File: src/rtl/miso_packet_rx_if.sv
// Packet handshake bundle between the miso deframer (master) and the packet consumer (slave).
interface miso_packet_rx_if #(
    parameter int WIDTH = 54
);
    logic [WIDTH-1:0] packet_out;
    logic             packet_parity_ok;
    logic             packet_valid;
    logic             packet_ready;

    modport master (
        output packet_out,
        output packet_parity_ok,
        output packet_valid,
        input  packet_ready
    );

    modport slave (
        input  packet_out,
        input  packet_parity_ok,
        input  packet_valid,
        output packet_ready
    );
endinterface

File: src/rtl/miso_packet_rx.sv
// LArPix miso UART deframer: 2x oversampled, odd-parity check, small output packet FIFO.
// Optional error counters are enabled by defining RX_ERR_COUNT_EN.
module miso_packet_rx #(
    parameter int WIDTH      = 54,
    parameter int FIFO_DEPTH = 4,
    parameter int CNT_W      = 16
) (
    input  logic                  clk2x,
    input  logic                  reset_n,
    input  logic                  miso,
    miso_packet_rx_if.master      pkt,
    output logic                  rx_busy,
    output logic                  frame_err,
    output logic                  overflow
`ifdef RX_ERR_COUNT_EN
    ,
    input  logic                  clear_counters,
    output logic [CNT_W-1:0]      frame_err_count,
    output logic [CNT_W-1:0]      parity_err_count,
    output logic [CNT_W-1:0]      overflow_count
`endif
);

    localparam logic [2:0] S_IDLE  = 3'd0;
    localparam logic [2:0] S_START = 3'd1;
    localparam logic [2:0] S_DATA  = 3'd2;
    localparam logic [2:0] S_STOP  = 3'd3;
    localparam logic [2:0] S_BREAK = 3'd4;

    localparam int AW  = $clog2(FIFO_DEPTH);
    localparam int BCW = (WIDTH > 1) ? $clog2(WIDTH) : 1;

    if (FIFO_DEPTH < 2 || (FIFO_DEPTH & (FIFO_DEPTH - 1)) != 0 || CNT_W < 1) begin : g_bad_param
        $error("miso_packet_rx: FIFO_DEPTH must be a power of 2 >= 2 and CNT_W >= 1");
    end

    // ------------------------------------------------------------------
    // Input synchroniser (idles high so reset never looks like a start)
    // ------------------------------------------------------------------
    logic sync1_q, sync2_q;
    logic miso_s;

    always_ff @(posedge clk2x or negedge reset_n) begin
        if (!reset_n) begin
            sync1_q <= 1'b1;
            sync2_q <= 1'b1;
        end else begin
            sync1_q <= miso;
            sync2_q <= sync1_q;
        end
    end

    assign miso_s = sync2_q;

    // ------------------------------------------------------------------
    // Deframing FSM
    // ------------------------------------------------------------------
    logic [2:0]       state_q, state_d;
    logic [BCW-1:0]   bitcnt_q, bitcnt_d;
    logic             phase_q, phase_d;
    logic [WIDTH-1:0] shreg_q, shreg_d;
    logic             push;
    logic             ferr_d;

    always_comb begin
        state_d  = state_q;
        bitcnt_d = bitcnt_q;
        phase_d  = phase_q;
        shreg_d  = shreg_q;
        push     = 1'b0;
        ferr_d   = 1'b0;
        case (state_q)
            S_IDLE: begin
                if (!miso_s) state_d = S_START;
            end
            S_START: begin
                if (!miso_s) begin
                    state_d  = S_DATA;
                    bitcnt_d = '0;
                    phase_d  = 1'b0;
                end else begin
                    state_d = S_IDLE;
                end
            end
            S_DATA: begin
                phase_d = ~phase_q;
                if (phase_q) begin
                    shreg_d[bitcnt_q] = miso_s;
                    bitcnt_d          = bitcnt_q + 1'b1;
                    if (bitcnt_q == BCW'(WIDTH - 1)) state_d = S_STOP;
                end
            end
            S_STOP: begin
                // phase is 0 on entry, so the stop sample lands mid stop bit
                phase_d = ~phase_q;
                if (phase_q) begin
                    if (miso_s) begin
                        push    = 1'b1;
                        state_d = S_IDLE;
                    end else begin
                        ferr_d  = 1'b1;
                        state_d = S_BREAK;
                    end
                end
            end
            S_BREAK: begin
                if (miso_s) state_d = S_IDLE;
            end
            default: state_d = S_IDLE;
        endcase
    end

    always_ff @(posedge clk2x or negedge reset_n) begin
        if (!reset_n) begin
            state_q  <= S_IDLE;
            bitcnt_q <= '0;
            phase_q  <= 1'b0;
            shreg_q  <= '0;
        end else begin
            state_q  <= state_d;
            bitcnt_q <= bitcnt_d;
            phase_q  <= phase_d;
            shreg_q  <= shreg_d;
        end
    end

    assign rx_busy = (state_q != S_IDLE);

    // ------------------------------------------------------------------
    // Output FIFO: extra pointer bit separates full from empty
    // ------------------------------------------------------------------
    logic [WIDTH:0] mem_q [FIFO_DEPTH];
    logic [AW:0]    wptr_q, wptr_d;
    logic [AW:0]    rptr_q, rptr_d;
    logic           empty, full, pop, wr_en, ovf_d;
    logic           parity_ok;
    logic [WIDTH:0] head;

    assign parity_ok = ^shreg_q;
    assign empty     = (wptr_q == rptr_q);
    assign full      = (wptr_q[AW] != rptr_q[AW]) && (wptr_q[AW-1:0] == rptr_q[AW-1:0]);
    assign pop       = !empty && pkt.packet_ready;
    // A pop frees the head slot this cycle, so a push into a full FIFO still lands.
    assign wr_en     = push && (!full || pop);
    assign ovf_d     = push && full && !pop;
    assign wptr_d    = wr_en ? wptr_q + 1'b1 : wptr_q;
    assign rptr_d    = pop   ? rptr_q + 1'b1 : rptr_q;

    always_ff @(posedge clk2x) begin
        if (wr_en) mem_q[wptr_q[AW-1:0]] <= {parity_ok, shreg_q};
    end

    always_ff @(posedge clk2x or negedge reset_n) begin
        if (!reset_n) begin
            wptr_q <= '0;
            rptr_q <= '0;
        end else begin
            wptr_q <= wptr_d;
            rptr_q <= rptr_d;
        end
    end

    assign head                 = empty ? '0 : mem_q[rptr_q[AW-1:0]];
    assign pkt.packet_out       = head[WIDTH-1:0];
    assign pkt.packet_parity_ok = head[WIDTH];
    assign pkt.packet_valid     = !empty;

    // ------------------------------------------------------------------
    // Registered error pulses (push and stop-error are exclusive)
    // ------------------------------------------------------------------
    logic ferr_q, ovf_q;

    always_ff @(posedge clk2x or negedge reset_n) begin
        if (!reset_n) begin
            ferr_q <= 1'b0;
            ovf_q  <= 1'b0;
        end else begin
            ferr_q <= ferr_d;
            ovf_q  <= ovf_d;
        end
    end

    assign frame_err = ferr_q;
    assign overflow  = ovf_q;

`ifdef RX_ERR_COUNT_EN
    // ------------------------------------------------------------------
    // Saturating error counters; clear wins over a same-cycle event
    // ------------------------------------------------------------------
    logic [CNT_W-1:0] fe_cnt_q, pe_cnt_q, ov_cnt_q;
    logic             pe_evt;

    assign pe_evt = wr_en && !parity_ok;

    always_ff @(posedge clk2x or negedge reset_n) begin
        if (!reset_n) begin
            fe_cnt_q <= '0;
            pe_cnt_q <= '0;
            ov_cnt_q <= '0;
        end else if (clear_counters) begin
            fe_cnt_q <= '0;
            pe_cnt_q <= '0;
            ov_cnt_q <= '0;
        end else begin
            if (ferr_d && fe_cnt_q != '1) fe_cnt_q <= fe_cnt_q + 1'b1;
            if (pe_evt && pe_cnt_q != '1) pe_cnt_q <= pe_cnt_q + 1'b1;
            if (ovf_d  && ov_cnt_q != '1) ov_cnt_q <= ov_cnt_q + 1'b1;
        end
    end

    assign frame_err_count  = fe_cnt_q;
    assign parity_err_count = pe_cnt_q;
    assign overflow_count   = ov_cnt_q;
`endif

endmodule
File: src/flat_wrapper.sv
// flat-port wrapper written by rule: the top's interface ports become plain ports
module miso_packet_rx_flat 
#(
    parameter int WIDTH      = 54,
    parameter int FIFO_DEPTH = 4,
    parameter int CNT_W      = 16
)
  (clk2x, reset_n, miso, rx_busy, frame_err, overflow, pkt_packet_out, pkt_packet_parity_ok, pkt_packet_valid, pkt_packet_ready);
  miso_packet_rx_if #(.WIDTH(WIDTH)) pkt_i ();
  input  logic clk2x;
  input  logic reset_n;
  input  logic miso;
  output logic rx_busy;
  output logic frame_err;
  output logic overflow;
  output wire logic [$bits(pkt_i.packet_out)-1:0] pkt_packet_out;
  output wire logic [$bits(pkt_i.packet_parity_ok)-1:0] pkt_packet_parity_ok;
  output wire logic [$bits(pkt_i.packet_valid)-1:0] pkt_packet_valid;
  input wire logic [$bits(pkt_i.packet_ready)-1:0] pkt_packet_ready;
  assign pkt_packet_out = pkt_i.packet_out;
  assign pkt_packet_parity_ok = pkt_i.packet_parity_ok;
  assign pkt_packet_valid = pkt_i.packet_valid;
  assign pkt_i.packet_ready = pkt_packet_ready;
  miso_packet_rx #(.WIDTH(WIDTH), .FIFO_DEPTH(FIFO_DEPTH), .CNT_W(CNT_W)) u_core (.clk2x(clk2x), .reset_n(reset_n), .miso(miso), .pkt(pkt_i), .rx_busy(rx_busy), .frame_err(frame_err), .overflow(overflow));
endmodule
File: config.mk
export PLATFORM = sky130hd
export DESIGN_NAME = miso_packet_rx_flat
export DESIGN_NICKNAME = d
export VERILOG_FILES = /design/src/rtl/miso_packet_rx_if.sv /design/src/rtl/miso_packet_rx.sv /design/src/flat_wrapper.sv
export SDC_FILE = /design/constraint.sdc
export NUM_CORES = 1
export LEC_CHECK = 0
export CORE_MARGIN = 3
export CORE_UTILIZATION = 25
export DETAILED_ROUTE_END_ITERATION = 10
export PLACE_DENSITY = 0.43
export SETUP_SLACK_MARGIN = 0.3
export SLEW_MARGIN = 30
export SYNTH_ARGS = -nofsm -noshare
export SYNTH_HDL_FRONTEND = slang
export SYNTH_SLANG_ARGS = --single-unit
File: constraint.sdc
create_clock -name clk2x -period 6.8 [get_ports clk2x]
set_clock_uncertainty 0.2 [all_clocks]
set_input_delay 1.02 -clock clk2x [delete_from_list [all_inputs] [get_ports clk2x]]
set_output_delay 1.02 -clock clk2x [all_outputs]
set_load 0.01 [all_outputs]
==> flow_results.xml, run 1 <==
<?xml version="1.0" encoding="UTF-8"?>
<metrics>
  <group name="logic_synthesis">
    <metric name="primary_flip_flop_cell_chosen_by_synthesis_mapping" unit="">edfxtp_1</metric>
    <metric name="synthesis.yosys.warnings" unit="">0</metric>
    <metric name="synth.yosys.seq_area_share" unit="">0.700</metric>
    <metric name="synth-edff-count" unit="">220</metric>
    <metric name="ys_chip_area" unit="mm2">0.0121</metric>
    <metric name="synth.cell_area" unit="mm2">0.0121</metric>
    <metric name="mappedNetlistNets" unit="">711</metric>
    <metric name="yosys_cells" unit="">700</metric>
  </group>
  <group name="critical_path">
    <metric name="timing.critical_path.depth" unit="">4</metric>
    <metric name="cp_max_fo" unit="">31</metric>
    <metric name="critical_path.reg2reg.startpoint" unit="">u_core.miso_s</metric>
    <metric name="startpoint_type" unit="">register</metric>
    <metric name="timing.critical_path.max_delay_family" unit="">buffers and inverters</metric>
    <metric name="timing.critical_path.to_type" unit="">output port</metric>
    <metric name="ff2ff_setup_slack" unit="ps">3400</metric>
    <metric name="critPathBufInv" unit="">2</metric>
    <metric name="cp_cell_sequence" unit="">buf_4 -&gt; mux4_2 -&gt; and2_1 -&gt; clkdlybuf4s50_1</metric>
    <metric name="cp_slowest_stage_delay" unit="ps">840</metric>
    <metric name="class_of_the_most_critical_setup_path" unit="">reg -&gt; out</metric>
    <metric name="ff2ff_path_depth" unit="">5</metric>
    <metric name="slowest_stage" unit="">dfrtp_4</metric>
  </group>
  <group name="layout">
    <metric name="stdcell_area" unit="mm2">0.0145</metric>
    <metric name="finalNetCount" unit="">779</metric>
    <metric name="n_fill_cell" unit="">4552</metric>
    <metric name="area_delta_synth_final" unit="%">20.0</metric>
    <metric name="area.sequential" unit="mm2">0.00847</metric>
    <metric name="final_layout_size_suffix_gt1_frac" unit="">0.198</metric>
    <metric name="layout_top_cell_excl_fill_tap" unit="">edfxtp_1</metric>
    <metric name="insertedDiodeCount" unit="">0</metric>
  </group>
  <group name="floorplan">
    <metric name="die_outline_area" unit="mm2">0.0510</metric>
    <metric name="floorplan.die.width" unit="um">226</metric>
    <metric name="die_ht" unit="um">226</metric>
    <metric name="design.portCount" unit="">63</metric>
  </group>
  <group name="place">
    <metric name="half_perimeter_wire_length_after_placement" unit="um">15700</metric>
    <metric name="port_buffers" unit="">62</metric>
    <metric name="gp_congestion" unit="">0.695</metric>
    <metric name="dpl-instance-area" unit="mm2">0.0134</metric>
  </group>
  <group name="worst_hold_path">
    <metric name="worstHoldStart" unit="">u_core.sync1_q</metric>
    <metric name="worstHoldPathType" unit="">reg -&gt; reg</metric>
    <metric name="hold_path_depth" unit="">0</metric>
  </group>
  <group name="power">
    <metric name="power_after_layout" unit="mW">5.50</metric>
    <metric name="leakagePower" unit="nW">5.21</metric>
  </group>
  <group name="timing">
    <metric name="max_slew_margin" unit="">0.387</metric>
    <metric name="rsz0062_at_grt" unit="">no</metric>
    <metric name="timing.fmax" unit="MHz">220</metric>
    <metric name="fin_worst_hold_slack" unit="ps">155</metric>
    <metric name="timing.final.setup_violations" unit="">0</metric>
    <metric name="slew_viol_final" unit="">0</metric>
    <metric name="timing.final.hold_violations" unit="">0</metric>
  </group>
  <group name="cts">
    <metric name="clock_tree_from_tritoncts" unit="">done</metric>
    <metric name="cts_resized" unit="">0</metric>
    <metric name="cts-root-to-sink-buffers" unit="">3</metric>
    <metric name="clockRootBuffer" unit="">clkbuf_16</metric>
    <metric name="cts_hold_buffers" unit="">0</metric>
    <metric name="cts_made_buffers" unit="">35</metric>
    <metric name="cts_num_sinks" unit="">294</metric>
  </group>
  <group name="detailed_routing">
    <metric name="drc" unit="">0</metric>
    <metric name="drt_iter0_markers" unit="">272</metric>
  </group>
  <group name="global_route">
    <metric name="antenna_found_initial" unit="">0</metric>
    <metric name="grt_max_degree" unit="">59</metric>
    <metric name="global_route_wire_length_before_repair" unit="um">41900</metric>
    <metric name="grt_overflow" unit="">0</metric>
    <metric name="grt_pass1_vias" unit="">6561</metric>
  </group>
  <group name="run_status">
    <metric name="run_status" unit="">complete, no violations</metric>
  </group>
  <group name="job">
    <metric name="warnings" unit="">30</metric>
    <metric name="drv.max_cap_violation_count" unit="">0</metric>
  </group>
</metrics>
-- run 1: Yosys cell counts, drive strengths merged (5+ instances only) --
cell type	number	area, um2
o21ai	32	160
mux2	29	327
nor2	12	45.0
clkbuf	28	105
mux4	55	1240
edfxtp	220	6610
or3	5	36.3
and2	60	375
ha	7	87.6
buf	11	58.8
dfrtp	72	1800
o31ai	26	195
xor2	13	114
xnor2	46	403
nand2	39	146
-- run 1: per-layer routing --
metal	GRT usage	up-vias	share of wire
met4	0.0269	0	0.017
met5	0	-	0
met2	0.176	95	0.47
met3	0.0204	35	0.038
li1	-	2809	-
met1	0.149	3108	0.47
-- run 1: final cells by class --
type | count | share of cell area
Clock buffer | 47 | 0.0656
Sequential cell | 294 | 0.583
Inverter | 5 | 0.00129
Multi-Input combinational cell | 362 | 0.238
Clock inverter | 16 | 0.0114
Tap cell | 607 | 0.0523
Timing Repair Buffer | 70 | 0.0476
-- run 1: worst max path at each step --
stage	start	endpoint	slack (ps)
detailed placement	u_core.rptr_q[0]	pkt_packet_out[15]	2680
CTS	u_core.rptr_q[0]	pkt_packet_out[47]	2130
global route	u_core.rptr_q[0]	pkt_packet_out[47]	2030
global placement	u_core.rptr_q[0]	pkt_packet_out[45]	2640
finish	u_core.rptr_q[0]	pkt_packet_out[47]	2250
floorplan	pkt_packet_ready	u_core.mem_q[3][0]	3470
-- run 1: flip-flops by register name, summed over array words and instances (netlist names) --
| name | count |
|---|---|
| u_core.bitcnt_q | 6 |
| u_core.overflow | 1 |
| u_core.frame_err | 1 |
| u_core.wptr_q | 3 |
| u_core.rptr_q | 3 |
| u_core.sync1_q | 1 |
| u_core.mem_q | 220 |
| u_core.shreg_q | 54 |
| u_core.phase_q | 1 |
| u_core.state_q | 3 |
| u_core.miso_s | 1 |
-- run 1: power by group --
| group | total, mW | switching (mW) | internal (mW) |
|---|---|---|---|
| Combinational | 1.50 | 0.673 | 0.828 |
| Clock | 1.81 | 0.707 | 1.10 |
| Sequential | 2.19 | 0.149 | 2.04 |
| Total | 5.50 | 1.53 | 3.97 |
-- run 1: through the flow --
stage,setup WS (ps),std cells
6_report,2250,1401
5_1_grt,2030,1401
4_1_cts,2130,1401
3_5_place_dp,2680,1338
3_3_place_gp,2640,1338
2_1_floorplan,3470,700
-- run 1: logic make-up after synthesis --
family | count (synthesis) | share of synthesized area
adder cells (fa/ha/maj) | 7 | 0.00724
multiplexers | 84 | 0.129
flip-flops | 294 | 0.700
buffers and inverters | 44 | 0.0151
XOR/XNOR | 61 | 0.0465
AND/OR/NAND/NOR | 146 | 0.0694
AND-OR/OR-AND | 64 | 0.0324
Run 1, congestion heat map:
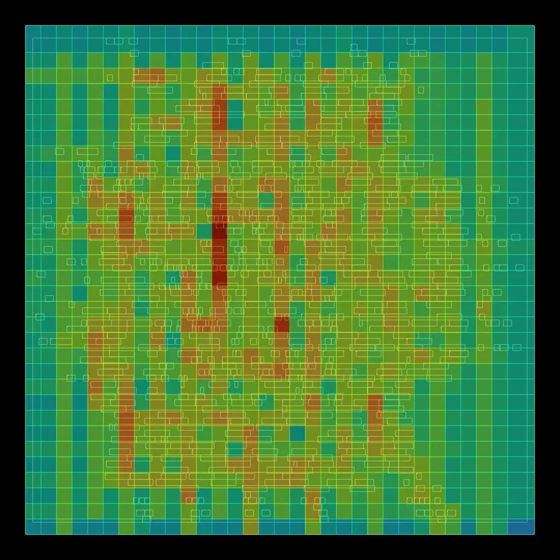
layer with the highest usage: met2
overall global routing resource usage: 0.108
end-of-flow core utilization: 0.308
Routed wire per std cell: 19.1 um
GR Util met2: 0.176

Run 1, clock network drawn from the DEF:
(1 px per um)
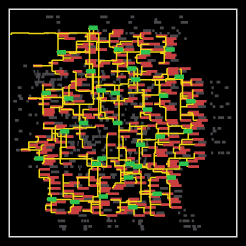
[yellow] clock wires | length: 3910 um
[red] flip-flops | count: 294
[green] clock-net drivers | count: 35
routed clock nets	36
latest clock arrival within the worst-skew pair: 510 ps
clock network power: 1.81 mW
Clk network pwr share: 0.329

Run 1, routed metal, one color a layer:
(1.5 px per um)
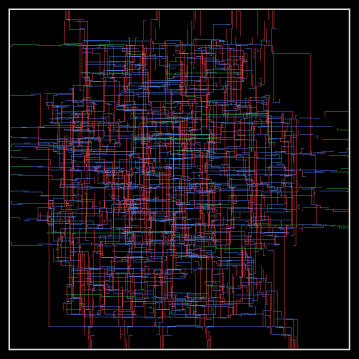
color	layer	wire length
orange	M4	463 um
blue	M1	12600 um
green	M3	1030 um
red	M2	12700 um
sum of routed wire length over all layers: 26800 um
DR vias: 6047

==> inputs of run 2 (changes only) <==
==> constraint.sdc (replaced) <==
create_clock -name clk2x -period 4.7 [get_ports clk2x]
set_clock_uncertainty 0.2 [all_clocks]
set_input_delay 0.705 -clock clk2x [delete_from_list [all_inputs] [get_ports clk2x]]
set_output_delay 0.705 -clock clk2x [all_outputs]
set_load 0.01 [all_outputs]
Run 2, congestion heat map:
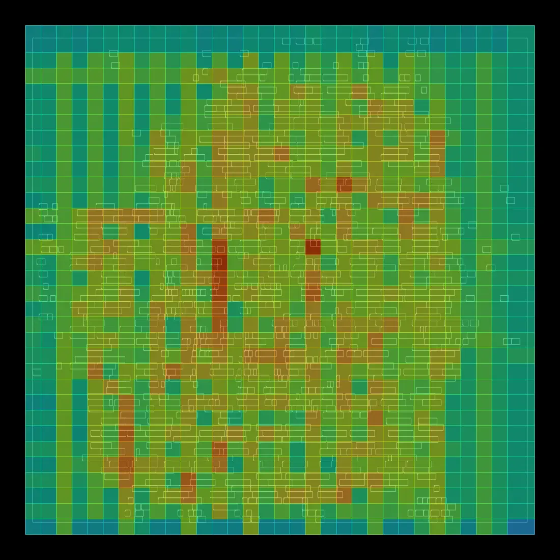
Routed wire per std cell: 19.4 um
GR Util met2: 0.177

==> run 2 against run 1 <==
Net effect: first-iteration DRC count is 8.5% higher; register-to-register slack worse by 1700 ps; power is 47% higher; via count is 1.0% lower; combinational power is 53% higher; final cell count stayed put; synthesized cell count stayed put; clock-buffer cell count is 4 higher; cell area is 0.66% higher; area after synthesis stayed put; utilization is 0.20 points higher.
==> flow_results.xml, run 2 <==
<?xml version="1.0" encoding="UTF-8"?>
<metrics>
  <group name="floorplan">
    <metric name="floorplanUtilization" unit="">0.256</metric>
    <metric name="die_outline_area" unit="mm2">0.0510</metric>
    <metric name="floorplan.die.width" unit="um">226</metric>
    <metric name="design.portCount" unit="">63</metric>
    <metric name="die_ht" unit="um">226</metric>
    <metric name="std_cell_rows" unit="">79</metric>
  </group>
  <group name="cts">
    <metric name="clkLatencyLatePin" unit="ps">500</metric>
    <metric name="clockRootBuffer" unit="">clkbuf_16</metric>
    <metric name="cts_hold_buffers" unit="">0</metric>
    <metric name="clock_tree_from_tritoncts" unit="">done</metric>
    <metric name="cts_resized" unit="">0</metric>
    <metric name="cts_made_buffers" unit="">34</metric>
    <metric name="h-tree-depth" unit="">2</metric>
    <metric name="cts_num_sinks" unit="">294</metric>
    <metric name="cts-root-to-sink-buffers" unit="">3</metric>
  </group>
  <group name="logic_synthesis">
    <metric name="synth_area_leader_cell" unit="">edfxtp_1</metric>
    <metric name="yosysTopAreaCellShare" unit="">0.546</metric>
    <metric name="synth.yosys.seq_area_share" unit="">0.700</metric>
    <metric name="yosys_cells" unit="">700</metric>
    <metric name="primary_flip_flop_cell_chosen_by_synthesis_mapping" unit="">edfxtp_1</metric>
    <metric name="synth.area.top_cells" unit="">edfxtp_1 55%, dfrtp_1 15%, mux4_2 10%</metric>
    <metric name="synth-edff-count" unit="">220</metric>
    <metric name="ys_types" unit="">44</metric>
    <metric name="synthesis.yosys.warnings" unit="">0</metric>
    <metric name="ys_chip_area" unit="mm2">0.0121</metric>
    <metric name="netlist.top_cell.by_instances" unit="">edfxtp_1</metric>
    <metric name="mappedNetlistNets" unit="">711</metric>
    <metric name="synth.cell_area" unit="mm2">0.0121</metric>
    <metric name="synthTopCellsByCount" unit="">220 x edfxtp_1, 72 x dfrtp_1, 60 x and2_1, 55 x mux4_2, 46 x xnor2_1</metric>
    <metric name="synth-seq-cells" unit="">294</metric>
  </group>
  <group name="power">
    <metric name="leakagePower" unit="nW">5.25</metric>
    <metric name="powerDensity" unit="mW/mm2">553</metric>
  </group>
  <group name="critical_path">
    <metric name="cp_cell_sequence" unit="">xor2_1 -&gt; or2_1 -&gt; nand2b_2 -&gt; buf_4 -&gt; and2_1 -&gt; clkdlybuf4s50_1</metric>
    <metric name="timing.critical_path.max_delay_family" unit="">buffers and inverters</metric>
    <metric name="worst_ep_arrival_time" unit="ps">2850</metric>
    <metric name="critical_path.reg2reg.startpoint" unit="">u_core.state_q[2]</metric>
    <metric name="slowest_stage" unit="">clkdlybuf4s50_1</metric>
    <metric name="startpoint_type" unit="">register</metric>
    <metric name="critPathBufInv" unit="">2</metric>
    <metric name="timing.critical_path.to_type" unit="">output port</metric>
    <metric name="critical_path.reg2reg.endpoint" unit="">u_core.mem_q[1][20]</metric>
    <metric name="ff2ff_setup_slack" unit="ps">1740</metric>
    <metric name="class_of_the_most_critical_setup_path" unit="">reg -&gt; out</metric>
    <metric name="cp_slowest_stage_delay" unit="ps">540</metric>
    <metric name="cp_data_required_time" unit="ps">3800</metric>
    <metric name="ff2ff_path_depth" unit="">5</metric>
    <metric name="cp_max_fo" unit="">31</metric>
  </group>
  <group name="detailed_routing">
    <metric name="drt_iter0_markers" unit="">295</metric>
    <metric name="dr.pass1.iters" unit="">5</metric>
    <metric name="drc" unit="">0</metric>
  </group>
  <group name="timing">
    <metric name="fin_worst_hold_slack" unit="ps">12.7</metric>
    <metric name="rsz0062_at_grt" unit="">no</metric>
    <metric name="timing.fmax" unit="MHz">266</metric>
    <metric name="final_period_minus_worst_setup_slack" unit="ps">3760</metric>
    <metric name="slew_viol_final" unit="">0</metric>
    <metric name="max_slew_margin" unit="">0.370</metric>
    <metric name="timing.final.setup_violations" unit="">0</metric>
    <metric name="timing.final.hold_violations" unit="">0</metric>
  </group>
  <group name="global_route">
    <metric name="globalRouteTotalUtil" unit="">0.108</metric>
    <metric name="global_route_wire_length_before_repair" unit="um">41800</metric>
    <metric name="grt_pass1_vias" unit="">6529</metric>
    <metric name="grt_overflow" unit="">0</metric>
    <metric name="antenna_found_initial" unit="">0</metric>
    <metric name="grt_max_degree" unit="">58</metric>
  </group>
  <group name="job">
    <metric name="drv.max_cap_violation_count" unit="">0</metric>
    <metric name="warnings" unit="">30</metric>
  </group>
  <group name="place">
    <metric name="half_perimeter_wire_length_after_placement" unit="um">16600</metric>
    <metric name="port_buffers" unit="">62</metric>
    <metric name="gp_congestion" unit="">0.699</metric>
  </group>
  <group name="layout">
    <metric name="finalNetCount" unit="">780</metric>
    <metric name="n_fill_cell" unit="">4537</metric>
    <metric name="area.sequential" unit="mm2">0.00847</metric>
    <metric name="layout_top_cell_excl_fill_tap" unit="">edfxtp_1</metric>
    <metric name="area_delta_synth_final" unit="%">20.8</metric>
    <metric name="number_of_flip_flops_under_the_largest_register_name" unit="">220</metric>
    <metric name="lay_top_cells" unit="">220 x edfxtp_1, 70 x dfrtp_1, 61 x clkdlybuf4s50_1</metric>
    <metric name="insertedDiodeCount" unit="">0</metric>
    <metric name="final_layout_size_suffix_gt1_frac" unit="">0.204</metric>
  </group>
  <group name="run_status">
    <metric name="run_status" unit="">complete, no violations</metric>
  </group>
  <group name="worst_hold_path">
    <metric name="worstHoldPathType" unit="">in -&gt; async</metric>
  </group>
</metrics>
Run 2, M4 wires:
(1.5 px per um)
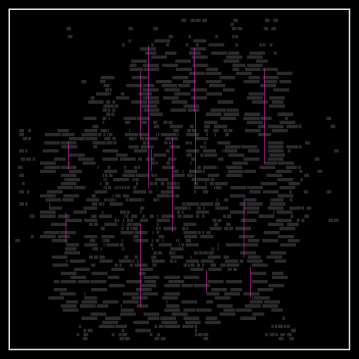
longest straight run	95.2 um
nets with wire on the layer	6
sum of routed wire length over all layers: 27200 um
DR vias: 5986

[run 2: worst max path at each step]
stage / from / endpoint / slack [ps] / depth (start not counted)
4_1_cts: u_core.rptr_q[0] / pkt_packet_out[20] / 790 / 6
3_3_place_gp: u_core.rptr_q[0] / pkt_packet_out[47] / 1340 / 6
3_5_place_dp: u_core.rptr_q[0] / pkt_packet_out[20] / 1320 / 6
2_1_floorplan: u_core.miso_s / u_core.mem_q[3][0] / 1410 / 4
6_report: u_core.rptr_q[0] / pkt_packet_out[47] / 940 / 6
5_1_grt: u_core.rptr_q[0] / pkt_packet_out[47] / 610 / 6
[run 2: where the power goes]
part	switching, mW	total [mW]	internal (mW)
Clock	0.998	2.69	1.69
Sequential	0.140	3.09	2.95
Combinational	1.08	2.30	1.22
[run 2: cell type report]
class	instances	share of cell area
Timing Repair Buffer	72	0.0517
Inverter	5	0.00128
Clock inverter	10	0.0109
Clock buffer	51	0.0682
Sequential cell	294	0.580
Multi-Input combinational cell	362	0.236
Tap cell	607	0.0520
[run 2: per-stage QoR]
step	util	worst slack [ps]	cell area, um2	power (mW)	instances
finish	0.310	944	14600	8.08	1401
global route	0.310	607	14600	8.55	1401
CTS	0.310	789	14600	8.28	1401
detailed placement	0.285	1320	13500	5.53	1340
global placement	0.285	1340	13500	5.55	1340
floorplan	-	1410	12100	4.48	700
[run 2: cells by family after synthesis]
family                     synth area share
adders and majority gates           0.00724
and+or+nand+nor                      0.0694
AOI/OAI and AO/OA                    0.0324
muxes                                 0.129
buffers and inverters                0.0151
DFF                                   0.700
xor gates and xnor gates             0.0465
[run 2: per-layer routing]
layer	vias up	GRT usage	routed length, um
li1	2804	-	-
met1	3060	0.150	12600
met2	87	0.177	13200
met3	35	0.0174	906
met4	0	0.0273	538
met5	-	0	0
[run 2: worst reg2reg max path: cells and delay by family (launching register included)]
kind	cells	cell delay (ps)
buf+inv	1	330
flops	1	460
simple gates	4	1620
No activity file was given, so power comes from the tool's default toggle rates.
